==> config.mk <==
export PLATFORM = sky130hd
export DESIGN_NAME = down_count_sequencer_flat
export DESIGN_NICKNAME = d
export VERILOG_FILES = /design/src/rtl/down_count_sequencer_if.sv /design/src/rtl/down_count_sequencer.sv /design/src/flat_wrapper.sv
export SDC_FILE = /design/constraint.sdc
export NUM_CORES = 1
export LEC_CHECK = 0
export ABC_AREA = 1
export CAP_MARGIN = 0
export CORE_MARGIN = 2
export CORE_UTILIZATION = 49
export DETAILED_ROUTE_END_ITERATION = 10
export PLACE_DENSITY = 0.78
export SLEW_MARGIN = 20
export SYNTH_ARGS = -nofsm -noshare
export SYNTH_HDL_FRONTEND = slang
export SYNTH_SLANG_ARGS = --single-unit
==> constraint.sdc <==
create_clock -name clk -period 1.4 [get_ports clk]
set_input_delay 0.14 -clock clk [delete_from_list [all_inputs] [get_ports clk]]
set_output_delay 0.14 -clock clk [all_outputs]
set_load 0.05 [all_outputs]
Figure 1. Placed cells, one colour a class (run 1).
Fill, decap, tap and diode cells in grey.
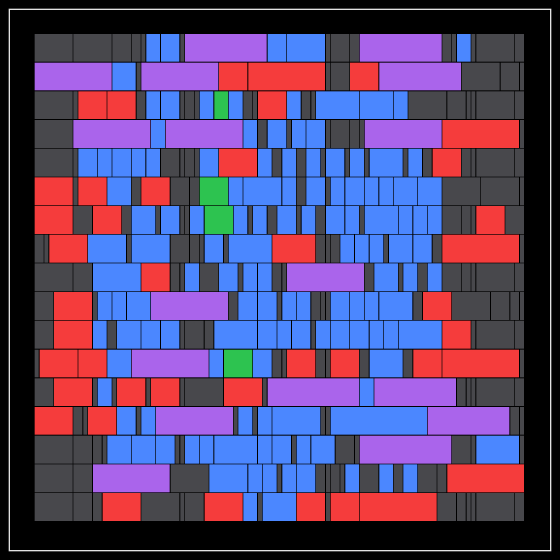
class	colour	cells	share of their area
flip-flops	purple	17	24%
other buffers and delay cells	red	41	28%
all other logic	blue	131	47%
clock drivers and dummy loads	green	4	1.7%
fraction of the core area covered by cells at the end of the flow: 71.7%
number of standard-cell rows in the floorplan: 17
Final Cell Area: 1540 sq um
sequential fraction of total cell area: 23.0%

Figure 2. Signal wires on met1 (run 1).
The bar under the picture is 20 um long.
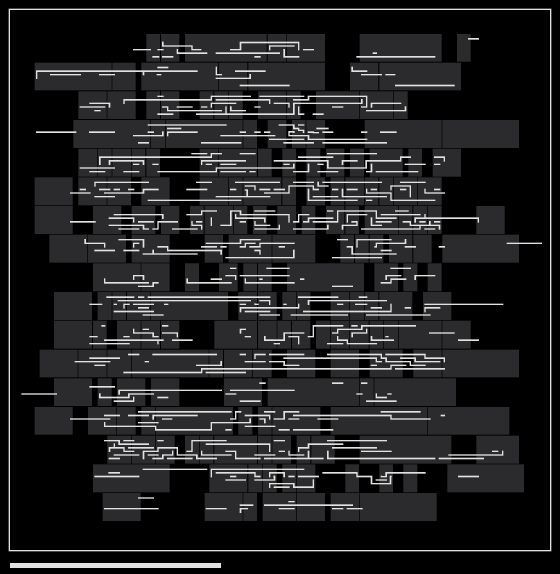
share of all routed wire	41%
longest straight run	17.9 um
nets with wire on the layer	186
overall routed net length: 2770 um
met1 demand-to-capacity share in global routing: 26.2%

Figure 3. Clock wires, drivers and flops (run 1).
The bar under the picture is 20 um long.
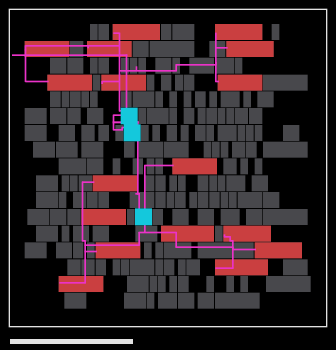
[flip-flops] red | count: 17
[cells driving clock nets] cyan | count: 3
[clock wires] magenta | length: 211 um
routed clock nets	4
skew final: 4.90 ps
Insertion Delay late pin: 290 ps
Clk pwr share: 22.5%

==> flow_summary.rst, run 1 <==
Run summary
-----------

.. list-table::
   :header-rows: 1

   * - Metric
     - Value
   * - Outcome
     - finished clean
   * - Area of combinational cells with multiple inputs
     - 646 sq um
   * - Final Max-Slew Violation Tally
     - 0
   * - Final Critical Period
     - about 1400 ps
   * - Number of instances in the synthesized netlist
     - around 160
   * - Biggest area contributors in the synthesized netlist
     - sky130_fd_sc_hd__dfxtp_1 (31%), sky130_fd_sc_hd__nand2_1 (12%), sky130_fd_sc_hd__a21oi_1 (6.4%)
   * - Number of sinks driven by the clock tree
     - 17
   * - Yosys stat cell total
     - roughly 160
   * - Synth Area in XOR/XNOR
     - less than 1%
   * - Fraction of the mapped netlist area in adder cells
     - approximately 1.1%
   * - Yosys Warn Count
     - 0
   * - Number of buffers created by CTS
     - 3
   * - Number of nets in the synthesized netlist
     - 171
   * - RSZ-0062 raised after global routing
     - true
   * - Met2 wire length
     - about 1500 um
   * - Tcrit/Tclk final
     - between 90% and 100%
   * - Aoi/oai-family share of the synthesized area
     - 13.4%
   * - Length in cells of the worst reg-to-reg path
     - 8
   * - Register-to-register setup slack
     - 50 ps
   * - AND/OR/NAND/NOR Cells, Area Fraction
     - between 40 and 50%
   * - Number of gates given a new drive strength after cts
     - 0
   * - Uppermost layer routed
     - met4
   * - Filler Cells Inserted
     - approximately 170
   * - Async S/R FF share, synth
     - 0%
   * - Via count
     - roughly 1200
   * - Proportion of synthesized chip area in sequential cells
     - 31.2%
   * - Clock buffer cells
     - 4
   * - Worst setup EP type
     - flip-flop
   * - Max Clk Rate
     - 739 MHz
   * - Switching part of the total power
     - about 34%
   * - Class of the worst hold path
     - primary input to flip-flop
   * - Cell area after synthesis
     - between 1000 and 1500 sq um
   * - P_clk
     - about 270 uW
   * - Count of endpoints failing setup in the final report
     - 0
   * - Number of synthesized flops with an enable pin
     - 0
   * - Mux share
     - 0%
   * - Commonest register cell after synthesis
     - sky130_fd_sc_hd__dfxtp_1
   * - CTS H-tree depth
     - 1
   * - Global-route met3 utilization
     - about 3%
   * - Clock root buffer
     - sky130_fd_sc_hd__clkbuf_4
   * - Vias in the first global route
     - ~1100
   * - Floorplan die width
     - approximately 51 um
   * - GPL Wtd Cong
     - around 0.84
## Run 2: what changed since run 1
RECOVER_POWER = 25   (was unset)
Figure 4. Signal wires on met1 (run 2).
The bar under the picture is 20 um long.
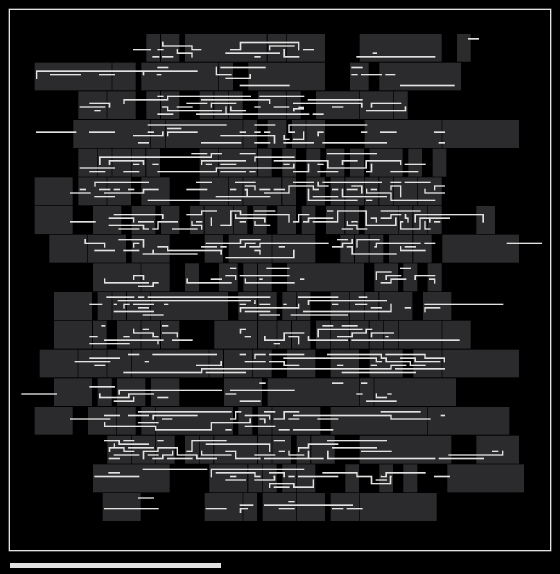
via count: 1176
overall routed net length: 2770 um

==> run 2 against run 1 <==
Worst hold slack about the same; sequential cell count unchanged; register-to-register slack about the same; combinational power about the same; synthesized cell count unchanged; non-clock buffer count unchanged; fmax increased by 0.48%; total power decreased by 0.13%; first-iteration DRC count unchanged; critical endpoint unchanged.
==> flow_summary.rst, run 2 <==
Run summary
-----------

.. list-table::
   :header-rows: 1

   * - Metric
     - Value
   * - Fraction of the core area covered by cells at the end of the flow
     - 71.1% (-0.58 points)
   * - Uppermost layer routed
     - met4
   * - Sequential fraction of total cell area
     - 23.2% (+0.19 points)
   * - Commonest register cell after synthesis
     - sky130_fd_sc_hd__dfxtp_1
   * - Vias in the first global route
     - 1079 (unchanged)
   * - RSZ-0062 raised after global routing
     - true
   * - Metal3 WL
     - 101 um
   * - Register-to-register setup slack
     - 50 ps (about the same)
   * - Async S/R FF share, synth
     - 0% (unchanged)
   * - GPL Wtd Cong
     - 0.840 (unchanged)
   * - Met2 wire length
     - 1510 um (+0.13%)
   * - Length in cells of the worst reg-to-reg path
     - 8 (unchanged)
   * - Insertion Delay late pin
     - 290 ps (about the same)
   * - Worst setup EP type
     - flip-flop
   * - Final Critical Period
     - 1350 ps (-6.48 ps)
   * - Tcrit/Tclk final
     - 96.2% (-0.46 points)
   * - Clock root buffer
     - sky130_fd_sc_hd__clkbuf_4
   * - Synth Area in XOR/XNOR
     - 0.803% (unchanged)
   * - Biggest area contributors in the synthesized netlist
     - sky130_fd_sc_hd__dfxtp_1 (31%), sky130_fd_sc_hd__nand2_1 (12%), sky130_fd_sc_hd__a21oi_1 (6.4%)
   * - Class of the worst hold path
     - primary input to flip-flop
   * - Filler Cells Inserted
     - 178 (+2.9%)
   * - Mux share
     - 0% (unchanged)
   * - Skew final
     - 4.32 ps (-0.577 ps)
   * - P_clk
     - 268 uW (about the same)
   * - Final Max-Slew Violation Tally
     - 0 (unchanged)
   * - Number of instances in the synthesized netlist
     - 156 (unchanged)
   * - Final Cell Area
     - 1530 sq um (-0.81%)
   * - Clock buffer cells
     - 4 (unchanged)
   * - Yosys stat cell total
     - 156 (unchanged)
   * - Floorplan die width
     - 51.2 um (unchanged)
   * - Number of nets in the synthesized netlist
     - 171 (unchanged)
   * - Cell area after synthesis
     - 1090 sq um (unchanged)
   * - Area of combinational cells with multiple inputs
     - 646 sq um (unchanged)
   * - Yosys Warn Count
     - 0 (unchanged)
   * - Max Clk Rate
     - 742 MHz (+0.48%)
   * - Number of synthesized flops with an enable pin
     - 0 (unchanged)
   * - Number of standard-cell rows in the floorplan
     - 17 (unchanged)
   * - Aoi/oai-family share of the synthesized area
     - 13.4% (unchanged)
   * - Count of endpoints failing setup in the final report
     - 0 (unchanged)
   * - Clk pwr share
     - 22.6% (about the same)
   * - Outcome
     - finished clean
   * - Fraction of the mapped netlist area in adder cells
     - 1.15% (unchanged)
   * - AND/OR/NAND/NOR Cells, Area Fraction
     - 40.7% (unchanged)
   * - CTS H-tree depth
     - 1 (unchanged)
   * - Number of buffers created by CTS
     - 3 (unchanged)
Power is estimated from default activity; no workload was simulated.
